===== config.mk =====
export PLATFORM = sky130hd
export DESIGN_NAME = dqs_write_sequencer_flat
export DESIGN_NICKNAME = d
export VERILOG_FILES = /design/src/rtl/dqs_write_sequencer_if.sv /design/src/rtl/dqs_write_sequencer.sv /design/src/flat_wrapper.sv
export SDC_FILE = /design/constraint.sdc
export NUM_CORES = 1
export LEC_CHECK = 0
export CORE_MARGIN = 2
export CORE_UTILIZATION = 47
export DETAILED_ROUTE_END_ITERATION = 7
export PLACE_DENSITY = 0.75
export SYNTH_ARGS = -nofsm -noshare
export SYNTH_HDL_FRONTEND = slang
export SYNTH_SLANG_ARGS = --single-unit

===== constraint.sdc =====
create_clock -name i_clk -period 2.2 [get_ports i_clk]
set_input_delay 0.66 -clock i_clk [delete_from_list [all_inputs] [get_ports i_clk]]
set_output_delay 0.66 -clock i_clk [all_outputs]
set_load 0.05 [all_outputs]

===== src/rtl/dqs_write_sequencer_if.sv =====
// Write-burst request and shifter-control bundle between the memory-controller
// side (master) and the DQS write sequencer (slave).
`timescale 1ns/1ps
interface dqs_write_sequencer_if;
  logic       i_req;
  logic       o_ready;
  logic       i_bl16;
  logic [2:0] i_gap;
  logic [2:0] i_pre_len;
  logic       i_post_len;
  logic       o_preamble_load;
  logic       o_preamble_valid;
  logic       o_wr_en;
  logic       o_interamble_valid;
  logic [2:0] o_interamble_shift;
  logic       o_dqs_oe;
  logic [2:0] o_state;
  logic       o_busy;

  modport master (
    output i_req, i_bl16, i_gap, i_pre_len, i_post_len,
    input  o_ready, o_preamble_load, o_preamble_valid, o_wr_en,
           o_interamble_valid, o_interamble_shift, o_dqs_oe, o_state, o_busy
  );

  modport slave (
    input  i_req, i_bl16, i_gap, i_pre_len, i_post_len,
    output o_ready, o_preamble_load, o_preamble_valid, o_wr_en,
           o_interamble_valid, o_interamble_shift, o_dqs_oe, o_state, o_busy
  );
endinterface


===== src/rtl/dqs_write_sequencer.sv =====
// DQS write sequencer: buffers one write-burst request and walks each burst
// through LOAD -> preamble -> data -> interamble/postamble, driving the DQS
// preamble/interamble shifter controls, write-data enable and DQS output enable.
`timescale 1ns/1ps
module dqs_write_sequencer #(
  parameter int PRE_MAX = 4,
  parameter int GAP_MAX = 6
) (
  input  logic                      i_clk,
  input  logic                      i_rst,
  dqs_write_sequencer_if.slave      bus
);

  typedef enum logic [2:0] {
    ST_IDLE  = 3'd0,
    ST_LOAD  = 3'd1,
    ST_PRE   = 3'd2,
    ST_DATA  = 3'd3,
    ST_INTER = 3'd4,
    ST_POST  = 3'd5
  } state_t;

  localparam logic [2:0] LP_PRE_MAX = 3'(PRE_MAX);
  localparam logic [3:0] LP_GAP_MAX = 4'(GAP_MAX);

  state_t     r_state;
  state_t     w_state_next;
  logic [3:0] r_cnt;
  logic [3:0] w_cnt_next;
  logic [3:0] w_cnt_inc;
  logic       w_consume;
  logic       w_accept;

  logic       r_pend_valid;
  logic       r_pend_bl16;
  logic [2:0] r_pend_gap;

  logic       r_bl16;
  logic [2:0] r_gap;
  logic [2:0] r_pre_len;
  logic       r_post_len;
  logic [2:0] w_pre_clamped;
  logic [3:0] w_data_len;
  logic [3:0] w_post_cycles;

  // The slot only accepts while empty, so accept and consume never coincide.
  assign w_accept      = bus.i_req & ~r_pend_valid;
  assign w_cnt_inc     = (r_cnt == 4'hF) ? r_cnt : r_cnt + 4'd1;
  assign w_data_len    = r_bl16 ? 4'd8 : 4'd4;
  assign w_post_cycles = r_post_len ? 4'd2 : 4'd1;

  // Clamp the requested preamble length into 1..PRE_MAX.
  always_comb begin
    w_pre_clamped = bus.i_pre_len;
    if (bus.i_pre_len == 3'd0)
      w_pre_clamped = 3'd1;
    else if (bus.i_pre_len > LP_PRE_MAX)
      w_pre_clamped = LP_PRE_MAX;
  end

  // Next-state, phase counter and slot-consume decisions.
  always_comb begin
    w_state_next = r_state;
    w_cnt_next   = w_cnt_inc;
    w_consume    = 1'b0;
    case (r_state)
      ST_IDLE: begin
        w_cnt_next = 4'd0;
        if (r_pend_valid) begin
          w_state_next = ST_LOAD;
          w_consume    = 1'b1;
        end
      end
      ST_LOAD: begin
        w_state_next = ST_PRE;
        w_cnt_next   = 4'd1;
      end
      ST_PRE: begin
        if (r_cnt >= {1'b0, r_pre_len}) begin
          w_state_next = ST_DATA;
          w_cnt_next   = 4'd1;
        end
      end
      ST_DATA: begin
        if (r_cnt >= w_data_len) begin
          w_cnt_next = 4'd1;
          if (r_pend_valid && r_pend_gap == 3'd0) begin
            w_state_next = ST_DATA;
            w_consume    = 1'b1;
          end else if (r_pend_valid && {1'b0, r_pend_gap} <= LP_GAP_MAX) begin
            w_state_next = ST_INTER;
            w_consume    = 1'b1;
          end else begin
            w_state_next = ST_POST;
          end
        end
      end
      ST_INTER: begin
        if (r_cnt >= {1'b0, r_gap}) begin
          w_state_next = ST_DATA;
          w_cnt_next   = 4'd1;
        end
      end
      ST_POST: begin
        if (r_cnt >= w_post_cycles) begin
          w_cnt_next = 4'd0;
          if (r_pend_valid) begin
            w_state_next = ST_LOAD;
            w_consume    = 1'b1;
          end else begin
            w_state_next = ST_IDLE;
          end
        end
      end
      default: begin
        w_state_next = ST_IDLE;
        w_cnt_next   = 4'd0;
      end
    endcase
  end

  // State register and phase counter.
  always_ff @(posedge i_clk or posedge i_rst) begin
    if (i_rst) begin
      r_state <= ST_IDLE;
      r_cnt   <= 4'd0;
    end else begin
      r_state <= w_state_next;
      r_cnt   <= w_cnt_next;
    end
  end

  // One-entry request slot holding {bl16, gap}.
  always_ff @(posedge i_clk or posedge i_rst) begin
    if (i_rst) begin
      r_pend_valid <= 1'b0;
      r_pend_bl16  <= 1'b0;
      r_pend_gap   <= 3'd0;
    end else if (w_consume) begin
      r_pend_valid <= 1'b0;
    end else if (w_accept) begin
      r_pend_valid <= 1'b1;
      r_pend_bl16  <= bus.i_bl16;
      r_pend_gap   <= bus.i_gap;
    end
  end

  // Burst config: bl16/gap taken from the slot when consumed, pre/post lengths in LOAD.
  always_ff @(posedge i_clk or posedge i_rst) begin
    if (i_rst) begin
      r_bl16     <= 1'b0;
      r_gap      <= 3'd0;
      r_pre_len  <= 3'd0;
      r_post_len <= 1'b0;
    end else begin
      if (w_consume) begin
        r_bl16 <= r_pend_bl16;
        r_gap  <= r_pend_gap;
      end
      if (r_state == ST_LOAD) begin
        r_pre_len  <= w_pre_clamped;
        r_post_len <= bus.i_post_len;
      end
    end
  end

  // Moore output decode of the state register.
  always_comb begin
    bus.o_preamble_load    = 1'b0;
    bus.o_preamble_valid   = 1'b0;
    bus.o_wr_en            = 1'b0;
    bus.o_interamble_valid = 1'b0;
    bus.o_interamble_shift = 3'd0;
    bus.o_dqs_oe           = 1'b0;
    case (r_state)
      ST_LOAD:  bus.o_preamble_load = 1'b1;
      ST_PRE: begin
        bus.o_preamble_valid = 1'b1;
        bus.o_dqs_oe         = 1'b1;
      end
      ST_DATA: begin
        bus.o_wr_en  = 1'b1;
        bus.o_dqs_oe = 1'b1;
      end
      ST_INTER: begin
        bus.o_interamble_valid = 1'b1;
        bus.o_interamble_shift = r_cnt[2:0];
        bus.o_dqs_oe           = 1'b1;
      end
      ST_POST:  bus.o_dqs_oe = 1'b1;
      default: ;
    endcase
  end

  assign bus.o_ready = ~r_pend_valid;
  assign bus.o_state = r_state;
  assign bus.o_busy  = (r_state != ST_IDLE) | r_pend_valid;

endmodule


===== src/flat_wrapper.sv =====
// flat-port wrapper written by rule: the top's interface ports become plain ports
module dqs_write_sequencer_flat 
#(
  parameter int PRE_MAX = 4,
  parameter int GAP_MAX = 6
)
  (i_clk, i_rst, bus_i_req, bus_i_bl16, bus_i_gap, bus_i_pre_len, bus_i_post_len, bus_o_ready, bus_o_preamble_load, bus_o_preamble_valid, bus_o_wr_en, bus_o_interamble_valid, bus_o_interamble_shift, bus_o_dqs_oe, bus_o_state, bus_o_busy);
  dqs_write_sequencer_if bus_i ();
  input  logic i_clk;
  input  logic i_rst;
  input wire logic [$bits(bus_i.i_req)-1:0] bus_i_req;
  input wire logic [$bits(bus_i.i_bl16)-1:0] bus_i_bl16;
  input wire logic [$bits(bus_i.i_gap)-1:0] bus_i_gap;
  input wire logic [$bits(bus_i.i_pre_len)-1:0] bus_i_pre_len;
  input wire logic [$bits(bus_i.i_post_len)-1:0] bus_i_post_len;
  output wire logic [$bits(bus_i.o_ready)-1:0] bus_o_ready;
  output wire logic [$bits(bus_i.o_preamble_load)-1:0] bus_o_preamble_load;
  output wire logic [$bits(bus_i.o_preamble_valid)-1:0] bus_o_preamble_valid;
  output wire logic [$bits(bus_i.o_wr_en)-1:0] bus_o_wr_en;
  output wire logic [$bits(bus_i.o_interamble_valid)-1:0] bus_o_interamble_valid;
  output wire logic [$bits(bus_i.o_interamble_shift)-1:0] bus_o_interamble_shift;
  output wire logic [$bits(bus_i.o_dqs_oe)-1:0] bus_o_dqs_oe;
  output wire logic [$bits(bus_i.o_state)-1:0] bus_o_state;
  output wire logic [$bits(bus_i.o_busy)-1:0] bus_o_busy;
  assign bus_i.i_req = bus_i_req;
  assign bus_i.i_bl16 = bus_i_bl16;
  assign bus_i.i_gap = bus_i_gap;
  assign bus_i.i_pre_len = bus_i_pre_len;
  assign bus_i.i_post_len = bus_i_post_len;
  assign bus_o_ready = bus_i.o_ready;
  assign bus_o_preamble_load = bus_i.o_preamble_load;
  assign bus_o_preamble_valid = bus_i.o_preamble_valid;
  assign bus_o_wr_en = bus_i.o_wr_en;
  assign bus_o_interamble_valid = bus_i.o_interamble_valid;
  assign bus_o_interamble_shift = bus_i.o_interamble_shift;
  assign bus_o_dqs_oe = bus_i.o_dqs_oe;
  assign bus_o_state = bus_i.o_state;
  assign bus_o_busy = bus_i.o_busy;
  dqs_write_sequencer #(.PRE_MAX(PRE_MAX), .GAP_MAX(GAP_MAX)) u_core (.i_clk(i_clk), .i_rst(i_rst), .bus(bus_i));
endmodule

### Routed metal per tile

The die is cut into 12 by 12 equal tiles; dark purple is low, yellow is high, scaled to the fullest tile. Values are wire area over tile area, all layers added.
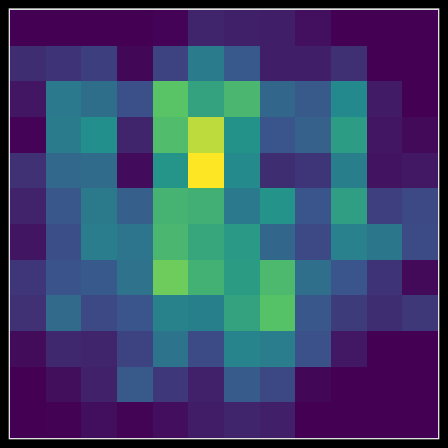
densest ninth of the die: centre
mean over tiles: 0.15
nearly empty tiles: 19%
emptiest ninth of the die: south-east
tiles over half the peak: 15%
fullest tile: 0.61
routed length per instance: 15.68 µm
All-Layer GR Usage: 20.47%
Total Routed Length: 3.246 mm

### Wiring by layer

Only two layers are drawn.
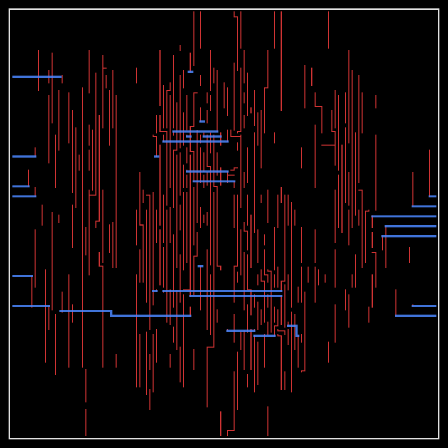
| colour | layer | wire length |
|---|---|---|
| red | M2 | 1,680 µm |
| blue | M3 | 142 µm |
Vias: 1,207

==> qor.csv <==
stage,metric,value,unit
synth,Largest logic family,AND-OR/OR-AND gates,
final_timing,Final Hold Vio Count,0,
power_and_ir_drop,Clk network pwr share,7.1,%
synth,"top cells by count, synth","20 x dfrtp_1, 13 x ha_1, 13 x inv_1",
layout,inverters,14,
final_timing,setup TNS,0,ps
grt,largest net degree at the start of global routing,21,
final_timing,setup ws final,71.32,ps
routing,router iterations before antenna repair,4,
clock_network,CTS Root Cell,clkbuf_4,
synth,yosys adder share,12.41,%
clock_network,CTS sink count,20,
run,Max Cap Viol,0,
clock_network,Setup Buffers After CTS,1,
clock_network,"Reg clk slew, reported paths",120,ps
critical_path,CP top delay family,flip-flops,
place,final RePlAce weighted congestion,0.8229,
grt,vias in the first global route,1188,
synth,Top-area cell share,35.97,%
layout,clock-cell share of area,1.910,%
final_timing,worst slew pin tran,341.5,ps
critical_path,critical path arrival,1470,ps
synth,yosys stat area,0.001391,mm²
synth,Mapped Area,0.001391,mm²
layout,Seq/total area,26.48,%
place,dpl cell area,0.001824,mm²
routing,drt drc,0,
critical_path,FF-to-FF Start,u_core.r_cnt[1]$_DFF_PP0_,
grt,GR Overflow Total,0,
layout,logic area,838.3,µm²
clock_network,CTS tree,built,
synth,yosys xor share,0.6295,%
final_timing,Fin Hold WS,530.5,ps
floorplanning,io pins,24,
synth,syn nets,163,
layout,layout net count,201,
power_and_ir_drop,sequential power,722,µW
power_and_ir_drop,Logic pwr share,69.6,%
floorplanning,Die W,58.41,µm
synth,mux share,9.442,%
run_status,status,"complete, no violations",
synth,Synth area leader,dfrtp_1,
power_and_ir_drop,overall power,3.102,mW
synth,ys cells,139,
power_and_ir_drop,Clock Power,221,µW
layout,"Design Area, Final",0.001899,mm²
final_timing,final period utilization,96.76,%
critical_path,crit-path max FO,12,
final_timing,skew final,0.8597,ps
layout,clkbuf count,4,
power_and_ir_drop,Flop pwr share,23.3,%
synth,"top cells, area","dfrtp_1 36%, ha_1 12%, mux2_2 6.5%",
power_and_ir_drop,Combinational Power,2.16,mW
layout,Non-Filler Instances,207,
critical_path,critical path depth in cells,2,
routing,Final ANT Viol Nets,0,
routing,initial DRC count,32,
grt,initial antenna violation count,0,
routing,met2 routed WL,1.682,mm
clock_network,Resized Gates After CTS,1,
place,PortBufs,23,
layout,Non-CTS buffers,37,
power_and_ir_drop,Largest Pwr Group,combinational cells,
clock_network,CTS hold repair buffers,0,
synth,yosys simple share,17.27,%
synth,ys async rst share,100.0,%
final_timing,Slew headroom,76.65,%
critical_path,CP max-delay cell,dfrtp_2,
synth,Post-synth top flop,dfrtp_1,
synth,Synth top cell by count,dfrtp_1,
critical_path,WP buf/inv,1,
grt,GRT met3 Usage,2.857,%
layout,Largest cell class,multi-input combinational cells,
critical_path,max incr delay on CP,520,ps
layout,Comb gates,101,
critical_path,Crit. End Element,output pin,
critical_path,Critical Path Source,u_core.bus.o_state[1]$_DFFE_PP0P_,
synth,Post-Syn Instances,139,
hold_path,Worst Hold Class,register to register,
final_timing,# setup viols final,0,
hold_path,worst hold path endpoint,u_core.r_gap[2]$_DFFE_PP0P_,
critical_path,critical path endpoint,bus_o_dqs_oe,
Power figures rest on the tool's default switching activity, not on a simulated workload.
